<file path="config.mk">
export PLATFORM = sky130hd
export DESIGN_NAME = sys_ctrl_burst_fsm
export DESIGN_NICKNAME = d
export VERILOG_FILES = /design/src/rtl/sys_ctrl_burst_fsm.sv
export SDC_FILE = /design/constraint.sdc
export NUM_CORES = 1
export LEC_CHECK = 0
export CAP_MARGIN = 15
export CORE_MARGIN = 1
export CORE_UTILIZATION = 45
export CTS_CLUSTER_SIZE = 24
export DETAILED_ROUTE_END_ITERATION = 12
export GPL_ROUTABILITY_DRIVEN = 1
export PLACE_DENSITY = 0.73
export SLEW_MARGIN = 5
export SYNTH_ARGS = -nofsm -noshare
export SYNTH_HDL_FRONTEND = slang
export SYNTH_SLANG_ARGS = --single-unit
export TNS_END_PERCENT = 1
</file>
<file path="constraint.sdc">
create_clock -name clk -period 3 [get_ports clk]
set_clock_uncertainty 0.1 [all_clocks]
set_input_delay 0.75 -clock clk [delete_from_list [all_inputs] [get_ports clk]]
set_output_delay 0.75 -clock clk [all_outputs]
set_load 0.01 [all_outputs]
</file>
<file path="src/rtl/sys_ctrl_burst_fsm.sv">
// Host debug command engine: decodes a UART byte stream into CPU memory bus
// accesses (single/burst read/write) plus halt, run and CPU reset control.
module sys_ctrl_burst_fsm #(
  parameter int unsigned ADDR_W     = 16,
  parameter int unsigned RD_LAT     = 1,
  parameter int unsigned TIMEOUT    = 100000,
  parameter int unsigned RST_CYCLES = 16
) (
  input  logic              clk,
  input  logic              rst,
  input  logic              rx_valid,
  input  logic [7:0]        rx_data,
  output logic              tx_start,
  output logic [7:0]        tx_data,
  input  logic              tx_busy,
  output logic [ADDR_W-1:0] mem_addr,
  output logic [7:0]        mem_wdata,
  input  logic [7:0]        mem_rdata,
  output logic              mem_we,
  output logic              mem_re,
  output logic              cpu_halt,
  output logic              cpu_rst,
  input  logic              cpu_is_halted,
  output logic              mux_ctrl,
  output logic              busy
);
  localparam int unsigned AB = ADDR_W / 8;
  localparam int unsigned TW = $clog2(TIMEOUT + 1);
  localparam int unsigned CW = $clog2(RST_CYCLES + RD_LAT + 1);
  localparam logic [7:0] ACK = 8'hA5;
  localparam logic [7:0] NAK = 8'hEE;
  localparam logic [7:0] OP_HALT = 8'h00;
  localparam logic [7:0] OP_RUN  = 8'h01;
  localparam logic [7:0] OP_WR   = 8'h02;
  localparam logic [7:0] OP_RD   = 8'h03;
  localparam logic [7:0] OP_BWR  = 8'h04;
  localparam logic [7:0] OP_BRD  = 8'h05;
  localparam logic [7:0] OP_CRST = 8'h06;

  typedef enum logic [3:0] {
    IDLE, GET_ADDR, GET_LEN, GET_DATA, MEM_WR, MEM_RD,
    RD_WAIT, TX_SEND, TX_WAIT, HALT_WAIT, RST_PULSE
  } state_t;

  state_t            state_q, state_d;
  logic [7:0]        cmd_q, wdata_q, tx_data_q, reply_val;
  logic [ADDR_W-1:0] addr_q;
  logic [2:0]        ab_cnt_q;
  logic [8:0]        cnt_q;
  logic [TW-1:0]     tmo_q;
  logic [CW-1:0]     cyc_q;
  logic              cpu_halt_q, mux_q, run_pend_q, tx_ign_q, reply_ld;
  logic              last_ab, tmo_exp, more_rd;

  assign last_ab = (ab_cnt_q == 3'(AB - 1));
  assign tmo_exp = (tmo_q == TW'(TIMEOUT - 1));
  // cnt_q counts bytes still to transfer; a burst read loops back only while the bus is owned
  assign more_rd = (cmd_q == OP_BRD) && mux_q && (cnt_q != 9'd0);

  always_ff @(posedge clk or negedge rst) begin
    if (!rst) state_q <= IDLE;
    else      state_q <= state_d;
  end

  always_comb begin
    state_d   = state_q;
    reply_ld  = 1'b0;
    reply_val = ACK;
    unique case (state_q)
      IDLE: if (rx_valid) begin
        case (rx_data)
          OP_HALT: state_d = HALT_WAIT;
          OP_RUN:  begin state_d = TX_SEND; reply_ld = 1'b1; end
          OP_WR, OP_RD, OP_BWR, OP_BRD: state_d = GET_ADDR;
          OP_CRST: state_d = RST_PULSE;
          default: begin state_d = TX_SEND; reply_ld = 1'b1; reply_val = NAK; end
        endcase
      end
      GET_ADDR: begin
        if (rx_valid) begin
          if (last_ab) begin
            if (cmd_q == OP_WR)     state_d = GET_DATA;
            else if (cmd_q != OP_RD) state_d = GET_LEN;
            else if (mux_q)         state_d = MEM_RD;
            else begin state_d = TX_SEND; reply_ld = 1'b1; reply_val = NAK; end
          end
        end else if (tmo_exp) begin
          state_d = TX_SEND; reply_ld = 1'b1; reply_val = NAK;
        end
      end
      GET_LEN: begin
        if (rx_valid) begin
          if (cmd_q == OP_BWR) state_d = GET_DATA;
          else if (mux_q)      state_d = MEM_RD;
          else begin state_d = TX_SEND; reply_ld = 1'b1; reply_val = NAK; end
        end else if (tmo_exp) begin
          state_d = TX_SEND; reply_ld = 1'b1; reply_val = NAK;
        end
      end
      GET_DATA: begin
        if (rx_valid) begin
          if (mux_q) state_d = MEM_WR;
          else if (cnt_q == 9'd1) begin state_d = TX_SEND; reply_ld = 1'b1; reply_val = NAK; end
        end else if (tmo_exp) begin
          state_d = TX_SEND; reply_ld = 1'b1; reply_val = NAK;
        end
      end
      MEM_WR: begin
        if (cnt_q != 9'd1)       state_d = GET_DATA;
        else if (cmd_q == OP_WR) state_d = IDLE;
        else begin state_d = TX_SEND; reply_ld = 1'b1; end
      end
      MEM_RD:  state_d = RD_WAIT;
      RD_WAIT: if (cyc_q == CW'(RD_LAT - 1)) begin
        state_d = TX_SEND; reply_ld = 1'b1; reply_val = mem_rdata;
      end
      TX_SEND: if (!tx_busy) state_d = TX_WAIT;
      TX_WAIT: if (!tx_ign_q && !tx_busy) state_d = more_rd ? MEM_RD : IDLE;
      HALT_WAIT: begin
        if (cpu_is_halted) begin state_d = TX_SEND; reply_ld = 1'b1; end
        else if (tmo_exp) begin state_d = TX_SEND; reply_ld = 1'b1; reply_val = NAK; end
      end
      RST_PULSE: if (cyc_q == CW'(RST_CYCLES - 1)) begin state_d = TX_SEND; reply_ld = 1'b1; end
      default: state_d = IDLE;
    endcase
  end

  always_ff @(posedge clk or negedge rst) begin
    if (!rst) begin
      cmd_q <= '0; wdata_q <= '0; tx_data_q <= '0; addr_q <= '0;
      ab_cnt_q <= '0; cnt_q <= '0; tmo_q <= '0; cyc_q <= '0;
      cpu_halt_q <= 1'b0; mux_q <= 1'b0; run_pend_q <= 1'b0; tx_ign_q <= 1'b0;
    end else begin
      tx_ign_q   <= tx_start;
      run_pend_q <= 1'b0;
      if (run_pend_q) cpu_halt_q <= 1'b0;
      if (reply_ld) tx_data_q <= reply_val;
      if (((state_q == GET_ADDR || state_q == GET_LEN || state_q == GET_DATA) && !rx_valid)
          || state_q == HALT_WAIT)
        tmo_q <= tmo_q + TW'(1);
      else
        tmo_q <= '0;
      unique case (state_q)
        IDLE: begin
          cnt_q <= '0; ab_cnt_q <= '0; cyc_q <= '0;
          if (rx_valid) begin
            cmd_q <= rx_data;
            if (rx_data == OP_HALT) cpu_halt_q <= 1'b1;
            if (rx_data == OP_RUN) begin mux_q <= 1'b0; run_pend_q <= 1'b1; end
            if (rx_data == OP_WR || rx_data == OP_RD) cnt_q <= 9'd1;
          end
        end
        GET_ADDR: if (rx_valid) begin
          addr_q   <= ADDR_W'({addr_q, rx_data});
          ab_cnt_q <= ab_cnt_q + 3'd1;
        end
        GET_LEN:  if (rx_valid) cnt_q <= {1'b0, rx_data} + 9'd1;
        GET_DATA: if (rx_valid) begin
          wdata_q <= rx_data;
          if (!mux_q) cnt_q <= cnt_q - 9'd1;
        end
        MEM_WR, MEM_RD: begin
          addr_q <= addr_q + ADDR_W'(1);
          cnt_q  <= cnt_q - 9'd1;
          cyc_q  <= '0;
        end
        RD_WAIT, RST_PULSE: cyc_q <= cyc_q + CW'(1);
        HALT_WAIT: if (cpu_is_halted) mux_q <= 1'b1;
        default: ;
      endcase
    end
  end

  always_comb begin
    mem_we    = (state_q == MEM_WR);
    mem_re    = (state_q == MEM_RD);
    cpu_rst   = (state_q == RST_PULSE);
    tx_start  = (state_q == TX_SEND) && !tx_busy;
    busy      = (state_q != IDLE);
    tx_data   = tx_data_q;
    mem_addr  = addr_q;
    mem_wdata = wdata_q;
    cpu_halt  = cpu_halt_q;
    mux_ctrl  = mux_q;
  end
endmodule

</file>
**Run 1: routed clock nets over the placement**

The bar under the picture is 20 um long.
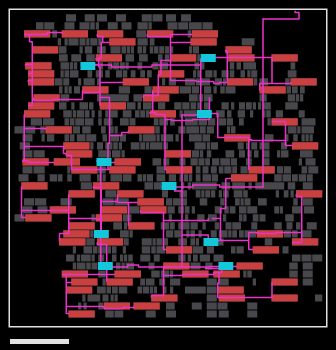
- clock wires: magenta (length 1190 um)
- clock drivers: cyan (count 9)
- flip-flops: red (count 82)
- routed clock nets: 10

**Run 1: the clock network**

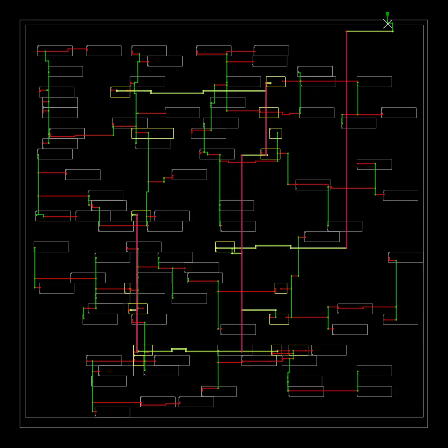
CTS sink cnt: 82
worst-skew pair later-pin latency: 380 ps

**Run 1: metal layers overlaid**

The bar under the picture is 20 um long. Only two layers are drawn.
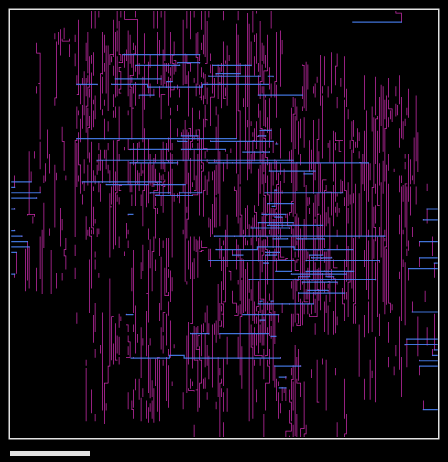
- metal 3: blue (wire length 908 um)
- metal 2: magenta (wire length 6120 um)

**Run 1: register map, names as in the netlist**

The bar under the picture is 20 um long.
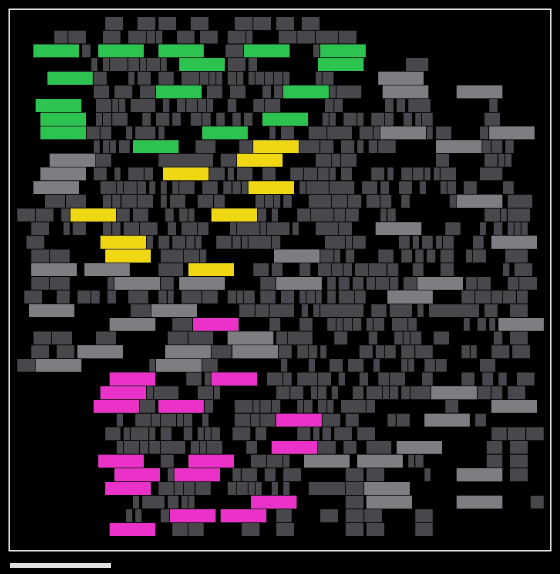
- cnt_q: yellow (placed flops 9)
- mem_addr: green (placed flops 16)
- tmo_q: magenta (placed flops 17)
- not colored: 40

==> results.toml, run 1 <==
# yosys + openroad results
[run_status]
status = "finished, violations left"
violations = "DRC"

[sta]
max_freq_ghz = 0.352
setup_viol_count_final = 0
worst_slew_pin_slew_ps = 690
period_minus_slack_ps = 2840
rsz0062_at_grt = "false"
setup_ws_ps = 155

[job]
max_cap_violations = 0

[die]
rows = 38
ioPinCount = 60
die.size.y_um = 107
core_area_mm2 = 0.0108

[synthesis]
ys_seq_share_pct = 41.0
synth-adder-area-share_pct = 3.50
fp_nets = 587
synthAoiAreaFrac_pct = 19.1
yosysTopAreaCell = "dfrtp_1"
synth.top_cell.area_share_pct = 41.0
simple_gate_area_share_pct = 25.4
ys_seq_elements = 82
synth_chip_area_mm2 = 0.00500
synth_cell_type_count = 67
async_reset_ff_share_pct = 100
ys_top_cells_by_area = "dfrtp_1, nor2_1, nand2_1"
ys_sh_xor_pct = 4.20

[routing]
viasPerCell = 5.90
first_pass_iters = 9
route.detailed.drc = 2
wl_um = 13700
wire_per_inst_um = 17.6
postRouteAntennaNets = 0

[grt]
met2_usage_pct = 38.2
grt_max_degree = 53
track_usage_pct = 25.0
grt_antenna_before_repair = 0
grt_pass1_wl_um = 22200
grt.met3_usage_pct = 4.90
grt_pass1_vias = 4331
met1_usage_pct = 34.6
grt_overflow = 0
top_usage_layer = "met2"

[setup_path]
end_kind = "output port"
criticalPathCategory = "reg -> out"
cp-start-kind = "register"
r2r_slack_ps = 450
reg2reg_depth = 8

[power]
p_seq_share_pct = 32.9
finalPower_w = 0.00560
power.density_mw_per_mm2 = 911
worst_ir_drop_vdd_v = 0.000429
clkPwrFrac_pct = 15.3
swShare_pct = 42.3
power.leakage_nw = 2.53
combPwrFrac_pct = 51.9

[cts]
cts_root_buf = "clkbuf_8"
numCtsBuffers = 9
hold_buffers = 0
cts_tree = "done"
clock_path_buffers = 2
cts_resized = 0
path_clk_slew_ps = 90

[placement]
place_area_mm2 = 0.00594
placed_cells = 761
place_ws_ps = -47.7

[final_layout]
finalNetCount = 667
diodes = 0
instances_no_fill = 777
design_area_mm2 = 0.00615
syn_to_final_growth_pct = 22.9
-- run 1: worst max path at each step --
stage,endpoint,from,cells after the start,slack (ps)
2_1_floorplan,tx_data[0],rx_valid,6,550
3_3_place_gp,state_q[0],rx_data[1],8,9
3_5_place_dp,state_q[0],rx_data[1],8,-50
4_1_cts,busy,state_q[3],4,150
5_1_grt,tx_start,tx_busy,3,40
6_report,busy,state_q[3],4,160
-- run 1: power groups by stage --
stage,Combinational (W),Sequential [W],Clock [W]
3_5_place_dp,0.00287,0.00185,0
3_3_place_gp,0.00283,0.00183,0
5_1_grt,0.00316,0.00189,0.000925
6_report,0.00291,0.00184,0.000854
4_1_cts,0.00288,0.00183,0.000878
2_1_floorplan,0.00175,0.00185,0
-- run 1: area by class of cell --
cell class,count,area (um2)
Clock buffer,11,141
Clock inverter,5,62.6
Fill cell,1011,4690
Inverter,17,63.8
Multi-Input combinational cell,427,2780
Sequential cell,82,2050
Tap cell,140,175
Timing Repair Buffer,95,871
-- run 1: worst max-delay path: stages, from the launching register on --
cell	delay, ps
dfrtp_1	430
or2_2	430
nor3_2	180
inv_1	90
clkdlybuf4s50_1	480
-- run 1: layout by cell type (no fill, tap or decap), types with 4 or more instances in the layout --
cell and instances:
nor2b_1 8, a31oi_1 5, inv_1 17, nor4b_1 9
xor2_1 16, clkbuf_8 10, a22o_1 7, and3_1 8
ha_1 14, clkdlybuf4s50_1 58, nor3_1 16, o21ai_0 35
o31ai_1 6, nor2_1 61, a211oi_1 7, a311oi_1 4
nor4bb_1 4, nand4_1 8, mux2_2 13, dfrtp_1 82
nand2_1 49, nand3_1 26, o22ai_1 4, o32ai_1 5
a21oi_1 26, and2_1 4, xnor2_1 8, nand2b_1 14
buf_4 36
-- run 1: per-layer routing --
layer | vias up | routed length [um]
li1 | 2189 | -
met1 | 2195 | 6310
met2 | 168 | 6120
met3 | 29 | 907
met4 | 0 | 362
met5 | - | 0
-- run 1: through the flow --
| stage | hold slack (ps) | util (%) | setup TNS (ps) |
|---|---|---|---|
| floorplan | 300 | - | 0 |
| global route | 228 | 56.7 | 0 |
| finish | 201 | 56.7 | 0 |
| CTS | 222 | 56.7 | 0 |
| global placement | 332 | 54.8 | 0 |
| detailed placement | 335 | 54.8 | -47.7 |
-- run 1: synth_stat cells (8+ instances only) --
| cell | number |
|---|---|
| nand2b_1 | 14 |
| nand4_1 | 8 |
| clkbuf_1 | 18 |
| nor4b_1 | 9 |
| dfrtp_1 | 82 |
| nand3_1 | 26 |
| o21ai_0 | 35 |
| xnor2_1 | 8 |
| a21oi_1 | 26 |
| ha_1 | 14 |
| and3_1 | 8 |
| inv_1 | 17 |
| mux2_2 | 13 |
| nand2_1 | 49 |
| xor2_1 | 16 |
| nor3_1 | 16 |
| nor2b_1 | 8 |
| nor2_1 | 61 |
-- run 1: state kept, by name (all words and copies together), names as in the netlist --
register    cells
cpu_halt        1
mem_addr       16
cnt_q           9
tmo_q          17
ab_cnt_q        3
run_pend_q      1
tx_data         8
cmd_q           8
mem_wdata       8
state_q         4
cyc_q           5
tx_ign_q        1
mux_ctrl        1
**Run 1: placement by cell class**

Fill, decap, tap and diode cells in gray.
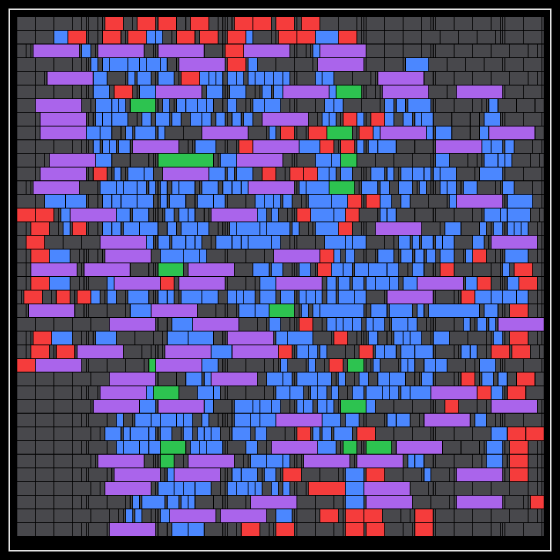

--- run 2 (diff from run 1) ---
CORE_UTILIZATION = 40   (was 45)
PLACE_DENSITY = 0.66   (was 0.73)
**Run 2: placement by cell class**

Fill, decap, tap and diode cells in gray.
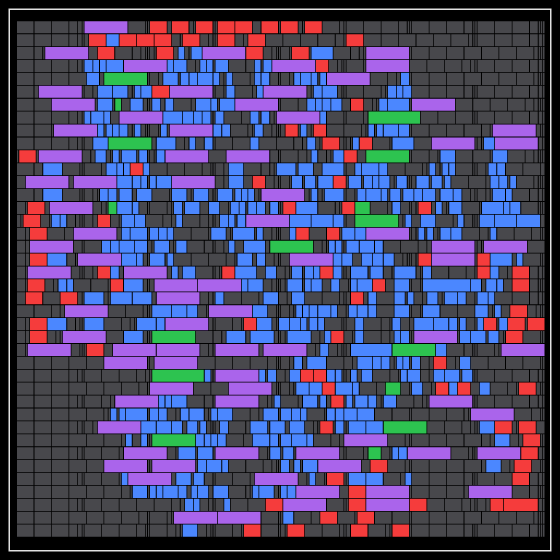
- combinational and other logic: blue (cells 444)
- clock drivers and dummy loads: green (cells 16)
- sequential cells: purple (cells 82)
- remaining buffers and delay cells: red (cells 95)

==> run 2 against run 1 <==
Effect of this change:
- the run now ends clean
- sequential cell count did not move
- largest power group unchanged
- final area up 2.4%
- highest routed layer unchanged
- routed wire length is 2.9% higher
- clock power rose by 42%
- combinational power is essentially flat
- critical path depth decreased by 1
- sequential power hardly changed
- worst hold slack better by 130 ps
- via count rose by 1.2%
- synthesized area unchanged
- utilization shrank 4.7 points
- synthesized cell count did not move
==> results.toml, run 2 <==
# yosys + openroad results
[sta]
hold_ws_ps = 330
rsz0062_at_grt = "false"
worst_slew_pin_slew_ps = 718
setup_tns_ps = 0
setup_viol_count_final = 0
setup_ws_ps = 138
max_freq_ghz = 0.349
period_minus_slack_ps = 2860

[placement]
place_ws_ps = -51.4
io_buffers = 59
gp_congestion = 0.915
place_area_mm2 = 0.00598
placed_cells = 789

[setup_path]
cp-start-kind = "input port"
reg2reg_depth = 6
end_kind = "output port"
criticalPathCategory = "in -> out"
startpoint = "tx_busy"
r2r_slack_ps = 490

[routing]
routed-wl-met2_um = 6250
wl_um = 14100
viasPerCell = 5.76
drt_iter0_markers = 296
top_layer_used = "met4"
first_pass_iters = 5
route.detailed.drc = 0
postRouteAntennaNets = 0
met3_length_um = 822

[cts]
numCtsBuffers = 9
clkSinkCount = 82
cts_tree = "done"
cts_root_buf = "clkbuf_16"
cts_resized = 0
hold_buffers = 0
path_clk_slew_ps = 60
clk_latency_ps = 340

[final_layout]
largest_register_ffs = 17
combGateArea_mm2 = 0.00278
final_layout_top_logic_cells = "dfrtp_1, nor2_1, clkdlybuf4s50_1"
nFillCells = 1154
design_area_mm2 = 0.00630
syn_to_final_growth_pct = 25.9
regMostFlops = "tmo_q"
seq_area_mm2 = 0.00205
diodes = 0
finalNetCount = 667
instances_no_fill = 805
lay_top_count = "dfrtp_1"

[synthesis]
async_reset_ff_share_pct = 100
ys_top_cells_by_count = "dfrtp_1, nor2_1, nand2_1"
yosysTopAreaCell = "dfrtp_1"
synth.top_cell.area_share_pct = 41.0
synth_chip_area_mm2 = 0.00500
yosysMostFrequentCell = "dfrtp_1"
synth_cell_type_count = 67
ys_top_cells_by_area = "dfrtp_1, nor2_1, nand2_1"
ys_seq_share_pct = 41.0
ys_seq_elements = 82

[grt]
track_usage_pct = 23.1
grt_pass1_wl_um = 23300
grt_overflow = 0
grt_pass1_vias = 4539
grt_antenna_before_repair = 0
grt_max_degree = 83

[power]
power.density_mw_per_mm2 = 951
clkPwrFrac_pct = 20.2
combPwrFrac_pct = 48.8
power.leakage_nw = 2.59
swShare_pct = 40.4
p_seq_share_pct = 31.0

[die]
core_area_mm2 = 0.0121
die.size.y_um = 114
ioPinCount = 60
rows = 40

[run_status]
status = "finished clean"

[job]
max_cap_violations = 0
**Run 2: metal layers overlaid**

The bar under the picture is 20 um long. Only two layers are drawn.
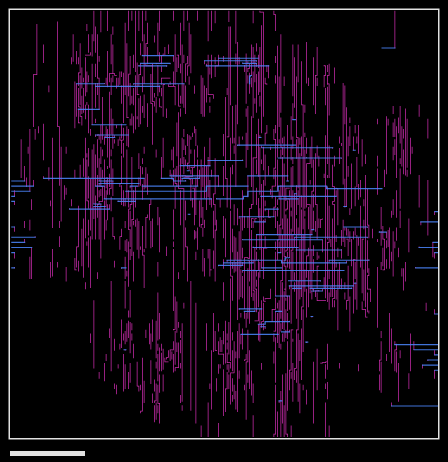
- metal 3: blue (wire length 823 um)
- metal 2: magenta (wire length 6250 um)

run 2: worst max-delay path, cell delays in order:
cell and delay, ps:
clkdlybuf4s50_1 430, nor3_1 250, clkdlybuf4s50_1 580
run 2: worst max-delay path by stage:
stage,end,slack [ps],cells after the start
after floorplan,tx_data[0],550,6
after global placement,state_q[0],2,8
after detailed placement,state_q[0],-50,8
after CTS,tx_start,140,3
final,tx_start,140,3
after global routing,tx_start,50,3
run 2: cells by family after synthesis:
logic type | Yosys count | share of synthesized area, %
compound gates | 138 | 19.1
xor+xnor | 24 | 4.20
fa+ha+maj | 14 | 3.50
buf+inv | 43 | 3.35
flops | 82 | 41.0
mux | 15 | 3.35
simple gates | 236 | 25.4
run 2: cell type report:
type	instances	area share [%]
clock buffer	10	3.64
multi-input combinational	427	44.2
tap	168	3.34
sequential	82	32.6
clock inverter	6	1.43
timing repair buffer	95	13.8
inverter	17	1.01
run 2: power by group through the flow:
| stage | combinational (W) | clock (W) | sequential, W |
|---|---|---|---|
| finish | 0.00292 | 0.00121 | 0.00186 |
| global route | 0.00320 | 0.00129 | 0.00192 |
| global placement | 0.00285 | 0 | 0.00185 |
| floorplan | 0.00175 | 0 | 0.00185 |
| CTS | 0.00290 | 0.00123 | 0.00185 |
| detailed placement | 0.00289 | 0 | 0.00187 |
run 2: routing by layer:
| layer | track usage [%] | vias to the layer above |
|---|---|---|
| met5 | 0 | - |
| met4 | 10.6 | 0 |
| met3 | 3.72 | 35 |
| met2 | 34.8 | 170 |
| met1 | 32.5 | 2235 |
| li1 | - | 2195 |
run 2: metrics by stage:
| step | util (%) | power [W] |
|---|---|---|
| 6_report | 52.0 | 0.00598 |
| 2_1_floorplan | - | 0.00360 |
| 3_3_place_gp | 49.3 | 0.00470 |
| 5_1_grt | 52.0 | 0.00641 |
| 4_1_cts | 52.0 | 0.00598 |
| 3_5_place_dp | 49.3 | 0.00475 |
Power figures rest on the tool's default switching activity, not on a simulated workload.
